$ cat src/rtl/jtcop_snd_cmd.sv
// Main-CPU to sound-CPU command transmitter: a small byte FIFO drained one
// byte at a time into a latch, with a timed request pulse and an acknowledge/timeout handshake.
module jtcop_snd_cmd #(
  parameter int FIFO_AW = 2,
  parameter int REQ_LEN = 4,
  parameter int TIMEOUT = 48000
) (
  input  logic       clk,
  input  logic       rst_n,
  input  logic       cpu_we,
  input  logic [7:0] cpu_dout,
  input  logic       latch_rd,
  input  logic       clr_ovf,
  output logic [7:0] latch,
  output logic       snreq,
  output logic [7:0] status,
  output logic       ovf
);

  localparam int DEPTH = 1 << FIFO_AW;
  localparam logic [FIFO_AW:0] CNT_FULL = (FIFO_AW+1)'(DEPTH);
  localparam logic [15:0]      TMO_LAST = 16'(TIMEOUT - 1);
  localparam logic [3:0]       REQ_INIT = 4'(REQ_LEN);

  typedef enum logic [1:0] {IDLE, REQ, WAIT} state_t;

  state_t             state_q, state_d;
  logic [7:0]         mem_q [DEPTH];
  logic [FIFO_AW-1:0] wr_q, rd_q;
  logic [FIFO_AW:0]   cnt_q, cnt_d;
  logic [7:0]         latch_q, latch_d;
  logic [3:0]         pulse_q, pulse_d;
  logic [15:0]        wcnt_q, wcnt_d;
  logic               ack_q, ack_d;
  logic               ovf_q, ovf_d;
  logic               tmo_q, tmo_d;
  logic               full, empty, pop, push;
  logic [2:0]         cnt_sat;

  assign full  = (cnt_q == CNT_FULL);
  assign empty = (cnt_q == '0);
  assign pop   = (state_q == IDLE) && !empty;
  // A write into a full FIFO still fits when the head leaves in the same cycle.
  assign push  = cpu_we && (!full || pop);

  always_comb begin
    cnt_d = cnt_q;
    case ({push, pop})
      2'b10:   cnt_d = cnt_q + 1'b1;
      2'b01:   cnt_d = cnt_q - 1'b1;
      default: cnt_d = cnt_q;
    endcase
    ovf_d = ovf_q;
    if (cpu_we && full && !pop) ovf_d = 1'b1;
    else if (clr_ovf)           ovf_d = 1'b0;
  end

  always_comb begin
    state_d = state_q;
    latch_d = latch_q;
    pulse_d = pulse_q;
    wcnt_d  = wcnt_q;
    ack_d   = ack_q;
    tmo_d   = clr_ovf ? 1'b0 : tmo_q;
    case (state_q)
      IDLE: begin
        if (pop) begin
          latch_d = mem_q[rd_q];
          pulse_d = REQ_INIT;
          ack_d   = 1'b0;
          state_d = REQ;
        end
      end
      REQ: begin
        ack_d = ack_q | latch_rd;
        if (pulse_q <= 4'd1) begin
          pulse_d = '0;
          wcnt_d  = '0;
          state_d = (ack_q | latch_rd) ? IDLE : WAIT;
        end else begin
          pulse_d = pulse_q - 1'b1;
        end
      end
      WAIT: begin
        if (latch_rd) begin
          state_d = IDLE;
        end else if (wcnt_q == TMO_LAST) begin
          state_d = IDLE;
          tmo_d   = 1'b1;
        end else begin
          wcnt_d = wcnt_q + 16'd1;
        end
      end
      default: state_d = IDLE;
    endcase
  end

  always_ff @(posedge clk or negedge rst_n) begin
    if (!rst_n) begin
      state_q <= IDLE;
      wr_q    <= '0;
      rd_q    <= '0;
      cnt_q   <= '0;
      latch_q <= 8'h00;
      pulse_q <= '0;
      wcnt_q  <= '0;
      ack_q   <= 1'b0;
      ovf_q   <= 1'b0;
      tmo_q   <= 1'b0;
    end else begin
      state_q <= state_d;
      if (push) wr_q <= wr_q + 1'b1;
      if (pop)  rd_q <= rd_q + 1'b1;
      cnt_q   <= cnt_d;
      latch_q <= latch_d;
      pulse_q <= pulse_d;
      wcnt_q  <= wcnt_d;
      ack_q   <= ack_d;
      ovf_q   <= ovf_d;
      tmo_q   <= tmo_d;
    end
  end

  // Storage needs no reset: the pointers and count define which entries are valid.
  always_ff @(posedge clk) begin
    if (push) mem_q[wr_q] <= cpu_dout;
  end

  always_comb begin
    if (32'(cnt_q) > 32'd7) cnt_sat = 3'd7;
    else                    cnt_sat = 3'(cnt_q);
  end

  assign latch  = latch_q;
  assign snreq  = (state_q == REQ);
  assign ovf    = ovf_q;
  assign status = {(state_q != IDLE) | !empty, full, empty, ovf_q, tmo_q, cnt_sat};

endmodule
$ cat config.mk
export PLATFORM = sky130hd
export DESIGN_NAME = jtcop_snd_cmd
export DESIGN_NICKNAME = d
export VERILOG_FILES = /design/src/rtl/jtcop_snd_cmd.sv
export SDC_FILE = /design/constraint.sdc
export NUM_CORES = 1
export LEC_CHECK = 0
export CORE_AREA = 5 5 98 100
export DETAILED_ROUTE_END_ITERATION = 16
export DIE_AREA = 0 0 103 105
export DONT_BUFFER_PORTS = 1
export HOLD_SLACK_MARGIN = 0.02
export PLACE_DENSITY = 0.61
export SETUP_SLACK_MARGIN = 0.02
export SKIP_CTS_REPAIR_TIMING = 1
export SLEW_MARGIN = 10
export SYNTH_ARGS = -nofsm -noshare
export SYNTH_HDL_FRONTEND = slang
export SYNTH_SLANG_ARGS = --single-unit
$ cat constraint.sdc
create_clock -name clk -period 5 [get_ports clk]
set_clock_uncertainty 0.15 [all_clocks]
set_input_delay 1 -clock clk [delete_from_list [all_inputs] [get_ports clk]]
set_output_delay 1 -clock clk [all_outputs]
set_load 0.1 [all_outputs]
==> images/registers.png <==
Other sequential cells in the stronger gray, the rest of the logic in the fainter gray.
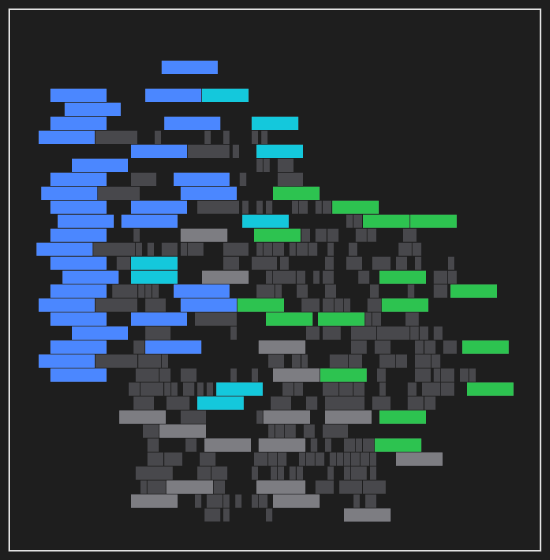
Key: cyan = `latch` [flops 8]; green = `wcnt_q` [flops 16]; blue = `mem_q` [flops 32]
Another 16 sequential cells are not colored.
sequential power: 0.00127 W
Seq. cell area: 1963 µm²

==> images/final_congestion.png <==
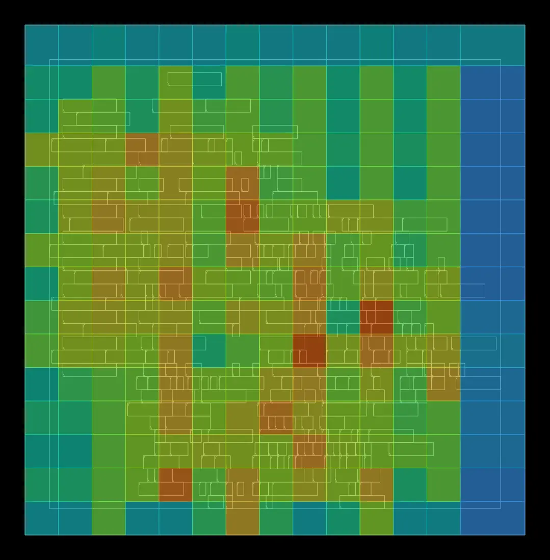
Tot GR Track Use: 0.1198
M1 GR Usage: 0.1589
grt met2 use: 0.1792
Final Util: 0.4186

==> images/density.png <==
The die is cut into 10 by 10 equal tiles; black is low, pale yellow is high, 0 to 100% covered.
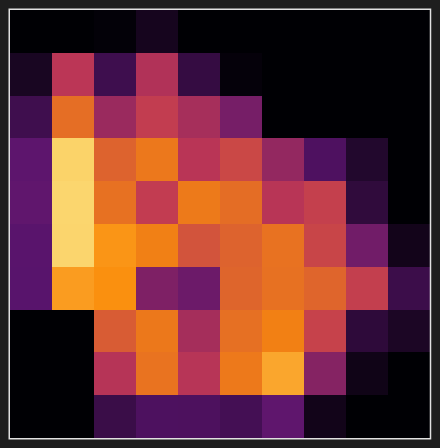
29% of the tiles are nearly empty. The mean over all tiles is 32%. The fullest tile reaches 91%. 7.0% of the tiles are over 75% full.
Core Region: 8593 µm²
Core Util at FP: 0.3927

==> images/drive_strength.png <==
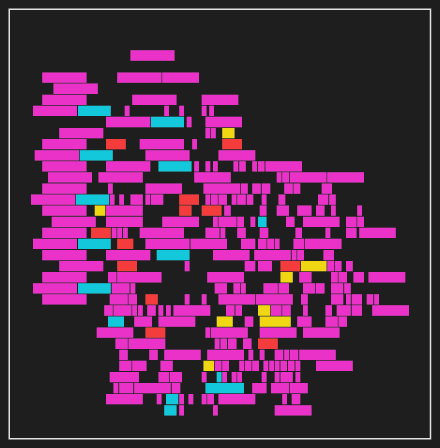
Key: yellow = drive 3 to 4 [cells 8, share 2.8%]; cyan = drive 2 [cells 14, share 5.0%]; red = drive 6 and up [cells 12, share 4.3%]; magenta = drive 1 or less [cells 248, share 88%]
Area growth, synth to finish: 6.600%
non-clock buffer total of the final layout: 1
Finished Cell Area: 3597 µm²
Setup WS post-layout: 1.042 ns

-- worst max-delay path, delay by kind of cell, from the launching register on --
kind	cells	cell delay (ns)
flops	1	0.75
simple gates	2	1.29
buf+inv	1	0.41
-- sequential cells by signal, indices dropped and copies added, names as in the netlist --
signal	count
pulse_q	4
ack_q	1
wcnt_q	16
wr_q	2
ovf	1
mem_q	32
rd_q	2
latch	8
tmo_q	1
state_q	2
cnt_q	3
-- layer usage --
| layer | vias to the layer above | part of all wire | global-route usage |
|---|---|---|---|
| met3 | 9 | 0.046 | 0.04797 |
| li1 | 1012 | - | - |
| met4 | 0 | 0.015 | 0.03885 |
| met1 | 991 | 0.46 | 0.1589 |
| met2 | 25 | 0.48 | 0.1792 |
| met5 | - | 0 | 0 |
-- power by group --
| part | total, W | leakage [nW] | switching [W] | internal (W) |
|---|---|---|---|---|
| clock | 0.000436 | 0.0923 | 0.000246 | 0.000189 |
| combinational | 0.000585 | 0.514 | 0.000354 | 0.000231 |
| sequential | 0.00127 | 0.809 | 0.000501 | 0.000768 |
| total | 0.00229 | 1.41 | 0.00110 | 0.00119 |
-- cell type report --
| type | count | area share |
|---|---|---|
| clock buffers | 9 | 0.03443 |
| flip-flops and latches | 72 | 0.5457 |
| well taps | 108 | 0.03757 |
| multi-input cells | 174 | 0.3430 |
| repair buffers | 1 | 0.002087 |
| clock inverters | 7 | 0.01739 |
| inverters | 19 | 0.01983 |
-- final timing paths --
check,cells past startpoint,end,start,slack (ns)
max in group asynchronous,0,latch[0],rst_n,4.43
worst min-delay path,0,wcnt_q[13],rst_n,0.18
worst min register to register,2,ack_q,ack_q,0.38
worst max-delay path,3,status[7],cnt_q[1],1.04
min in group clk,2,ack_q,ack_q,0.38
worst max register to register,8,cnt_q[2],cnt_q[2],1.89
==> GITHUB_STEP_SUMMARY <==
## Implementation flow summary

| Metric | Value |
|---|---|
| Outcome | finished clean |
| Max Slew Vio Count | 0 |
| CP arrival | 2.81 ns |
| Synth area leader | dfrtp_1 |
| Row count | 34 |
| Synthesized registers | a little over 70 |
| Yosys simple share | 0.1598 |
| Pleak | 1.415 nW |
| Sequential area share after synthesis | 0.5814 |
| DP Cell Count | 374 |
| VDD IR-drop max | ~290 µV |
| Synth Area per Inst | between 10 and 15 µm² |
| Max incr delay on CP | roughly 0.75 ns |
| Slew headroom | 0.3594 |
| Gate Area | approximately 1200 µm² |
| Clock sinks | a little over 70 |
| Unique cell types | ~53 |
| Fin cells | between 300 and 400 |
| Number of fill cells in the layout | between 800 and 900 |
| DR vias/cell | between 5 and 6 |
| Root buffer cell | clkbuf_8 |
| Worst-path clk slew | roughly 0.09 ns |
| Clock Latency Late Sink | roughly 0.35 ns |
| XOR-XNOR Cells, Area Fraction | 0.01298 |
| # IOs | 31 |
| DR iter-0 viols | around 79 |
| Most common logic cells in the final layout | 45 x nand2_1, 39 x dfrtp_1, 32 x edfxtp_1 |
| Mux share | 0.07156 |
| Most common cell in the netlist | nand2_1 |
| Fmax | about 0.25 GHz |
| PwrDens | 636.4 nW/µm² |
| OpenROAD warnings | 30 |
| Fa+ha+maj area frac | 0.03189 |
| Pre-CTS WS | about 1.4 ns |
| Die Y | approximately 110 µm |
| First-pass GRT wire length | 10.05 mm |
| Mapped Area | 3374 µm² |
| HP Class | primary input to async pin |
| Ys cells | ~280 |
| DRC | 0 |
| Maxcap violations | 0 |
| Net Count, Synth | between 300 and 400 |
| Cell area leaders | dfrtp_1 30%, edfxtp_1 28%, mux4_2 5.3% |
| Final worst path period need | about 4.0 ns |
| Ys Warns | 0 |
| Ant diodes | 0 |
| Setup TNS | 0 ns |
| DP Area | about 3400 µm² |
| Cycle use final | 0.7917 |
| CTS Buf Count | 9 |
| Synth top cells by count | 45 x nand2_1, 40 x dfrtp_1, 32 x edfxtp_1, 18 x inv_1, 14 x o21ai_0 |
| DP HPWL | 4.033 mm |
| Gate Count Post-Synth | roughly 280 |
| Port-buffer cells | 0 |
| RSZ-0062 raised after global routing | no |
| Worst hold margin | between 0.15 and 0.2 ns |
| Commonest Layout Cell | nand2_1 |
| WL/cell | approximately 15 µm |
| Layout cell share with drive strength beyond 1 | 0.1206 |
| Final hold violations | 0 |
| Total number of vias | 2,037 |
| Total chip power | approximately 0.0023 W |
| Worst-case clock buffer depth | 2 |
| Crit. End Element | output pin |
| Die area | approximately 11,000 µm² |
| RePlAce Congestion | 0.7866 |
| Worst-Margin Slew | roughly 0.96 ns |
| Largest net degree at the start of global routing | ~40 |
| Aoi share | 0.08936 |
| Initial antenna violation count | 0 |
| CP Launch Type | register |
| Grt ovf | 0 |
| Critical-path cell list | or3_1 -> inv_2 -> nand2_1 |
| Slowest CP cell | dfrtp_1 |
| Critical Path Fanout Max | 5 |
| CTS tree | yes |
| H-tree levels | 3 |
| Die x size | about 100 µm |
| Vias in the first global route | roughly 2,000 |
| Main logic family | simple AND/OR/NAND/NOR gates |
| Worst endpoint required time | slightly below 4 ns |
| EDFF count, synth | 32 |
| ANT nets after route | 0 |
| Async set-or-reset flop fraction in the synthesized netlist | 0.5556 |
| Crit path kind | register to output pin |
| Top FF cell, synth | dfrtp_1 |
| Nets@finish | 298 |
| Final setup viols | 0 |
| Yosys chip area | about 3400 µm² |
| Pre-antenna DRT Iters | 4 |
| Top-area cell share | 0.2966 |
| Routed WL | about 6.0 mm |
No activity file was given, so power comes from the tool's default toggle rates.
